$ cat src/rtl/psum_collector_pkg.sv
// Shared definitions for the partial-sum collector.
//   depthDefault : log2 of the mesh dimension (D = 1 << depth rows)
//   wDefault     : partial-sum lane width in bits
//   abDefault    : output-buffer address width
//   pwDefault    : pass/tile counter width
//   stateT       : collector state encoding
package psum_collector_pkg;

  localparam int depthDefault = 2;
  localparam int wDefault     = 8;
  localparam int abDefault    = 11;
  localparam int pwDefault    = 8;

  typedef enum logic [1:0] {
    IDLE  = 2'd0,
    ACCUM = 2'd1,
    OUT   = 2'd2,
    FIN   = 2'd3
  } stateT;

endpackage

$ cat src/rtl/psum_collector_if.sv
// Job, partial-sum and output-buffer signals of the collector.
//   master : job launcher / mesh / output buffer side (drives start, config,
//            psumIn/psumValid, outReady)
//   slave  : the collector (drives psumReady, outData/outAddr/outValid,
//            busy, done)
interface psum_collector_if
  import psum_collector_pkg::*;
#(
  parameter int depth = depthDefault,
  parameter int W     = wDefault,
  parameter int Ab    = abDefault,
  parameter int Pw    = pwDefault
);

  localparam int D = 1 << depth;

  logic          start;
  logic [Pw-1:0] numPasses;
  logic [Pw-1:0] numTiles;
  logic [Ab-1:0] baseAddr;

  logic [W*D-1:0] psumIn;
  logic           psumValid;
  logic           psumReady;

  logic [W*D-1:0] outData;
  logic [Ab-1:0]  outAddr;
  logic           outValid;
  logic           outReady;

  logic busy;
  logic done;

  modport master (
    output start, numPasses, numTiles, baseAddr, psumIn, psumValid, outReady,
    input  psumReady, outData, outAddr, outValid, busy, done
  );

  modport slave (
    input  start, numPasses, numTiles, baseAddr, psumIn, psumValid, outReady,
    output psumReady, outData, outAddr, outValid, busy, done
  );

endinterface

$ cat src/rtl/psum_lane_acc.sv
// One W-bit accumulator lane.
//   CLK, RSTn : clock, async active-low reset
//   en        : accept din this cycle
//   first     : load din instead of adding (first pass of a tile)
//   din       : incoming partial sum
//   acc       : registered accumulation (wraps modulo 2^W)
module psum_lane_acc #(
  parameter int W = 8
) (
  input  logic         CLK,
  input  logic         RSTn,
  input  logic         en,
  input  logic         first,
  input  logic [W-1:0] din,
  output logic [W-1:0] acc
);

  always_ff @(posedge CLK or negedge RSTn) begin
    if (!RSTn) begin
      acc <= '0;
    end else if (en) begin
      acc <= first ? din : acc + din;
    end
  end

endmodule

$ cat src/rtl/psum_collector.sv
// Collects mesh partial sums over numPasses passes per tile and emits one
// accumulated row vector per tile to the output buffer, for numTiles tiles
// at consecutive addresses starting at baseAddr.
//   CLK, RSTn : clock, async active-low reset
//   bus       : psum_collector_if.slave (job config, psum stream, output
//               write port, busy/done status)
//
// state | meaning
// IDLE  | waiting for start
// ACCUM | accepting psum beats for the current tile
// OUT   | presenting the finished tile until outReady
// FIN   | one-cycle done pulse, then back to IDLE
module psum_collector
  import psum_collector_pkg::*;
#(
  parameter int depth = depthDefault,
  parameter int W     = wDefault,
  parameter int Ab    = abDefault,
  parameter int Pw    = pwDefault
) (
  input logic              CLK,
  input logic              RSTn,
  psum_collector_if.slave  bus
);

  localparam int D = 1 << depth;

  stateT          state;
  logic [Pw-1:0]  passCnt;
  logic [Pw-1:0]  tileCnt;
  logic [Pw-1:0]  numPassesQ;
  logic [Pw-1:0]  numTilesQ;
  logic [Ab-1:0]  outAddrQ;
  logic           outValidQ;
  logic           psumReadyQ;
  logic           busyQ;
  logic           doneQ;
  logic [W*D-1:0] accLanes;

  logic beat;
  logic firstPass;

  // psumReadyQ is high exactly while in ACCUM, so it also gates the lanes.
  assign beat      = bus.psumValid && psumReadyQ;
  assign firstPass = (passCnt == '0);

  for (genvar i = 0; i < D; i++) begin : gLane
    psum_lane_acc #(.W(W)) uLane (
      .CLK   (CLK),
      .RSTn  (RSTn),
      .en    (beat),
      .first (firstPass),
      .din   (bus.psumIn[W*(i+1)-1 -: W]),
      .acc   (accLanes[W*(i+1)-1 -: W])
    );
  end

  always_ff @(posedge CLK or negedge RSTn) begin
    if (!RSTn) begin
      state      <= IDLE;
      passCnt    <= '0;
      tileCnt    <= '0;
      numPassesQ <= '0;
      numTilesQ  <= '0;
      outAddrQ   <= '0;
      outValidQ  <= 1'b0;
      psumReadyQ <= 1'b0;
      busyQ      <= 1'b0;
      doneQ      <= 1'b0;
    end else begin
      case (state)
        IDLE: begin
          if (bus.start) begin
            busyQ <= 1'b1;
            if (bus.numPasses != '0 && bus.numTiles != '0) begin
              numPassesQ <= bus.numPasses;
              numTilesQ  <= bus.numTiles;
              passCnt    <= '0;
              tileCnt    <= '0;
              outAddrQ   <= bus.baseAddr;
              psumReadyQ <= 1'b1;
              state      <= ACCUM;
            end else begin
              doneQ <= 1'b1;
              state <= FIN;
            end
          end
        end
        ACCUM: begin
          if (beat) begin
            if (passCnt == numPassesQ - Pw'(1)) begin
              psumReadyQ <= 1'b0;
              outValidQ  <= 1'b1;
              state      <= OUT;
            end else begin
              passCnt <= passCnt + Pw'(1);
            end
          end
        end
        OUT: begin
          if (bus.outReady) begin
            outValidQ <= 1'b0;
            if (tileCnt == numTilesQ - Pw'(1)) begin
              doneQ <= 1'b1;
              state <= FIN;
            end else begin
              tileCnt    <= tileCnt + Pw'(1);
              outAddrQ   <= outAddrQ + Ab'(1);
              passCnt    <= '0;
              psumReadyQ <= 1'b1;
              state      <= ACCUM;
            end
          end
        end
        FIN: begin
          doneQ <= 1'b0;
          busyQ <= 1'b0;
          state <= IDLE;
        end
        default: state <= IDLE;
      endcase
    end
  end

  assign bus.psumReady = psumReadyQ;
  assign bus.outData   = accLanes;
  assign bus.outAddr   = outAddrQ;
  assign bus.outValid  = outValidQ;
  assign bus.busy      = busyQ;
  assign bus.done      = doneQ;

endmodule

$ cat src/flat_wrapper.sv
// flat-port wrapper written by rule: the top's interface ports become plain ports
module psum_collector_flat import psum_collector_pkg::*;
#(
  parameter int depth = depthDefault,
  parameter int W     = wDefault,
  parameter int Ab    = abDefault,
  parameter int Pw    = pwDefault
)
  (CLK, RSTn, bus_start, bus_numPasses, bus_numTiles, bus_baseAddr, bus_psumIn, bus_psumValid, bus_outReady, bus_psumReady, bus_outData, bus_outAddr, bus_outValid, bus_busy, bus_done);
  psum_collector_if #(.depth(depth), .W(W), .Ab(Ab), .Pw(Pw)) bus_i ();
  input logic CLK;
  input logic RSTn;
  input wire logic [$bits(bus_i.start)-1:0] bus_start;
  input wire logic [$bits(bus_i.numPasses)-1:0] bus_numPasses;
  input wire logic [$bits(bus_i.numTiles)-1:0] bus_numTiles;
  input wire logic [$bits(bus_i.baseAddr)-1:0] bus_baseAddr;
  input wire logic [$bits(bus_i.psumIn)-1:0] bus_psumIn;
  input wire logic [$bits(bus_i.psumValid)-1:0] bus_psumValid;
  input wire logic [$bits(bus_i.outReady)-1:0] bus_outReady;
  output wire logic [$bits(bus_i.psumReady)-1:0] bus_psumReady;
  output wire logic [$bits(bus_i.outData)-1:0] bus_outData;
  output wire logic [$bits(bus_i.outAddr)-1:0] bus_outAddr;
  output wire logic [$bits(bus_i.outValid)-1:0] bus_outValid;
  output wire logic [$bits(bus_i.busy)-1:0] bus_busy;
  output wire logic [$bits(bus_i.done)-1:0] bus_done;
  assign bus_i.start = bus_start;
  assign bus_i.numPasses = bus_numPasses;
  assign bus_i.numTiles = bus_numTiles;
  assign bus_i.baseAddr = bus_baseAddr;
  assign bus_i.psumIn = bus_psumIn;
  assign bus_i.psumValid = bus_psumValid;
  assign bus_i.outReady = bus_outReady;
  assign bus_psumReady = bus_i.psumReady;
  assign bus_outData = bus_i.outData;
  assign bus_outAddr = bus_i.outAddr;
  assign bus_outValid = bus_i.outValid;
  assign bus_busy = bus_i.busy;
  assign bus_done = bus_i.done;
  psum_collector #(.depth(depth), .W(W), .Ab(Ab), .Pw(Pw)) u_core (.CLK(CLK), .RSTn(RSTn), .bus(bus_i));
endmodule
$ cat config.mk
export PLATFORM = sky130hd
export DESIGN_NAME = psum_collector_flat
export DESIGN_NICKNAME = d
export VERILOG_FILES = /design/src/rtl/psum_collector_pkg.sv /design/src/rtl/psum_collector_if.sv /design/src/rtl/psum_lane_acc.sv /design/src/rtl/psum_collector.sv /design/src/flat_wrapper.sv
export SDC_FILE = /design/constraint.sdc
export NUM_CORES = 1
export LEC_CHECK = 0
export CELL_PAD_IN_SITES_DETAIL_PLACEMENT = 1
export CELL_PAD_IN_SITES_GLOBAL_PLACEMENT = 1
export CORE_MARGIN = 10
export CORE_UTILIZATION = 30
export CTS_CLUSTER_DIAMETER = 100
export DETAILED_ROUTE_END_ITERATION = 7
export PLACE_DENSITY_LB_ADDON = 0.1
export SLEW_MARGIN = 25
export SYNTH_ARGS = -nofsm -noshare
export SYNTH_HDL_FRONTEND = slang
export SYNTH_HIERARCHICAL = 1
export SYNTH_SLANG_ARGS = --single-unit
$ cat constraint.sdc
create_clock -name CLK -period 2.8 [get_ports CLK]
set_clock_uncertainty 0.15 [all_clocks]
set_input_delay 0.42 -clock CLK [delete_from_list [all_inputs] [get_ports CLK]]
set_output_delay 0.42 -clock CLK [all_outputs]
set_load 0.005 [all_outputs]
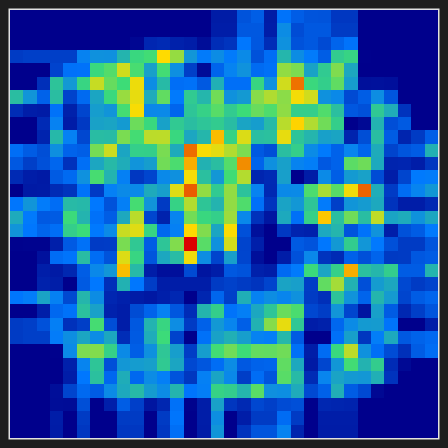
**Above:** wire density map.
32 x 32 tiles, from dark blue (low) to red (high), scaled to the fullest tile. Values are wire area over tile area, all layers added.
fullest tile: 0.46
mean over tiles: 0.11
tiles over half the peak: 12%
nearly empty tiles: 18%

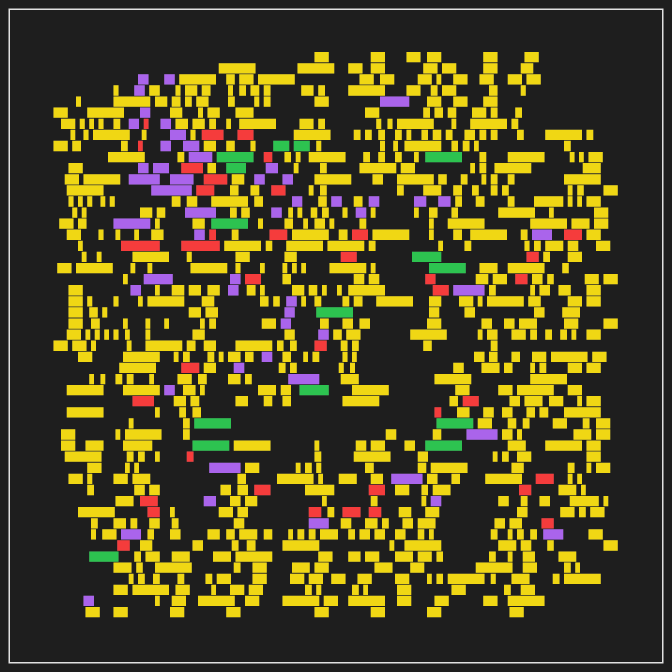
**Above:** cell sizes after repair.
legend:
  green:
    size: drive 6 and up
    cells: 15
    share: 1.9%
    most_used: clkbuf_16
  yellow:
    size: drive 1 or less
    cells: 684
    share: 87%
    most_used: clkdlybuf4s50_1
  purple:
    size: drive 3 to 4
    cells: 52
    share: 6.6%
    most_used: buf_4
  red:
    size: drive 2
    cells: 38
    share: 4.8%
    most_used: mux2_2

==> flow_metrics.env <==
# yosys + openroad results
export IMPL_grt_pass1_vias=5946
export IMPL_p_per_area_mw_per_mm2=1090
export IMPL_cts_tree="yes"
export IMPL_seq_area_mm2=0.00203
export IMPL_p_comb_mw=5.17
export IMPL_seq_cell_share=0.258
export IMPL_crit_type="reg -> reg"
export IMPL_edf_count=0
export IMPL_highest_layer="met4"
export IMPL_power_leader="combinational cells"
export IMPL_vdd_ir_drop_max_mv=0.556
export IMPL_drt_iter0_markers=163
export IMPL_grt_antenna_before_repair=0
export IMPL_drc_errors=0
export IMPL_worst_r2r_startpoint="u_core/numTilesQ[1]"
export IMPL_synth_warnings=6
export IMPL_cts_max_level=3
export IMPL_dr_pass1_iters=4
export IMPL_diodes=0
export IMPL_ys_chip_area_mm2=0.00586
export IMPL_nClkBuffers=11
export IMPL_reg2reg_depth=9
export IMPL_fmax_mhz=364
export IMPL_adder_share=0.0862
export IMPL_nNonClkBuffers=142
export IMPL_core_util_floorplan=0.303
export IMPL_synth_xor_xnor_area_share=0.0463
export IMPL_ys_seq_elements=81
export IMPL_wl_met2_um=9470
export IMPL_p_sw_mw=3.69
export IMPL_drt_total_wl_um=18700
export IMPL_ys_cells=657
export IMPL_buffer_area_frac=0.176
export IMPL_min_path_type="reg -> reg"
export IMPL_dieArea_mm2=0.0255
export IMPL_fin_crit_sh=0.980
export IMPL_ys_flop_type="dfrtp_1"
export IMPL_die_x_um=160
export IMPL_cts_sinks=81
export IMPL_post_cts_buffers=0
export IMPL_grt_overflow=0
export IMPL_p_seq_frac=0.266
export IMPL_largest_register="u_core/gLane.uLane/acc"
export IMPL_met3_length_um=513
export IMPL_fin_tns_setup_ps=0
export IMPL_r2r_end="u_core/bus.psumReady"
export IMPL_endpoint_kind="flip-flop"
export IMPL_avgSynthCellArea_um2=8.93
export IMPL_path_clk_slew_ps=60
export IMPL_cts_hold_buffers=1
export IMPL_cts_root_buf="clkbuf_16"
export IMPL_finalHoldViolations=0
export IMPL_syn_inst=657
export IMPL_tapCellCount=265
export IMPL_holdPathStages=2
export IMPL_flops=81
export IMPL_r2r_setup_slack_ps=60
export IMPL_place_hpwl_um=14000
export IMPL_swShare=0.430
export IMPL_post_route_worst_setup_slack_ps=55.6
export IMPL_die_h_um=160
export IMPL_pwr_share_comb=0.602
export IMPL_cts_resized=2
export IMPL_stdcell_count=1054
export IMPL_status="finished, final reports clean"
export IMPL_antenna_left=0
export IMPL_async_reset_ff_frac=1.00
export IMPL_use_met2=0.250
export IMPL_power_total_mw=8.58
export IMPL_placed_cells=1029
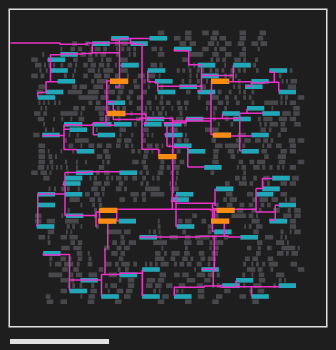
**Above:** clock distribution.
The bar under the picture is 50 um long.
legend:
  cyan:
    item: flip-flops
    count: 81
  magenta:
    item: clock wires
    length: 1400 um
  orange:
    item: cells driving clock nets
    count: 9
flops lie: all over the die
routed clock nets: 10
clk pwr: 1.13 mW
Clock power frac: 0.132

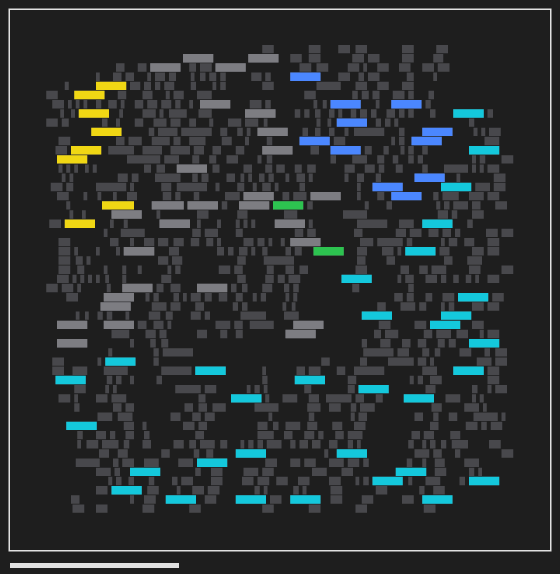
**Above:** sequential cells coloured by netlist name.
The bar under the picture is 50 um long. Other sequential cells in the stronger grey, the rest of the logic in the fainter grey.
legend:
  green:
    netlist_name: `u_core/state`
    flops: 2
  blue:
    netlist_name: `u_core/bus.outAddr`
    flops: 11
  cyan:
    netlist_name: `u_core/gLane.uLane/acc`
    flops: 32
  yellow:
    netlist_name: `u_core/numTilesQ`
    flops: 8
    where: top left

==> synth_stat cells (all sizes together) (8+ instances only) <==
master | n | share of area
clkbuf | 18 | 0.012
a21oi | 64 | 0.055
buf | 10 | 0.010
mux2i | 20 | 0.034
o21ai | 34 | 0.032
nor3 | 13 | 0.012
nand3 | 25 | 0.021
a21o | 9 | 0.012
nor4 | 8 | 0.0096
ha | 34 | 0.073
a211oi | 10 | 0.016
xor2 | 13 | 0.019
a31oi | 10 | 0.021
mux2 | 8 | 0.015
o21a | 9 | 0.012
nand3b | 11 | 0.014
xnor2 | 18 | 0.027
nor2b | 14 | 0.020
nand4 | 10 | 0.011
or3 | 8 | 0.0085
inv | 25 | 0.016
nor2 | 57 | 0.037
nand2 | 66 | 0.042
o211ai | 8 | 0.010
dfrtp | 81 | 0.35
==> cells in the final DEF, fill, tap and decap left out, types with 4 or more instances in the layout <==
cell,instances
a211oi_1,6
a211oi_2,4
a21o_1,9
a21oi_1,64
a311o_1,4
a31oi_1,6
a31oi_4,4
and2_1,5
and2b_2,4
and3_1,6
buf_4,27
clkbuf_16,9
clkdlybuf4s50_1,109
dfrtp_1,79
fa_1,4
ha_1,32
inv_1,23
mux2_2,8
mux2i_1,20
nand2_1,66
nand2b_1,6
nand3_1,25
nand3b_1,11
nand4_1,10
nor2_1,56
nor2b_1,10
nor2b_4,4
nor3_1,10
nor4_1,5
o211ai_1,8
o21a_1,9
o21ai_0,30
o21ai_2,4
o22ai_1,4
o311ai_1,4
o31a_1,5
o31ai_1,6
or3_1,8
xnor2_1,17
xor2_1,13
==> critical path: stages (launching register included) <==
cell     delay, ps
dfrtp_1        410
inv_2          100
ha_4           140
or3b_4         390
nor3_4         200
xnor2_2        100
o41a_4         540
buf_4          160
or2_4          280
a21o_1         160
No activity file was given, so power comes from the tool's default toggle rates.
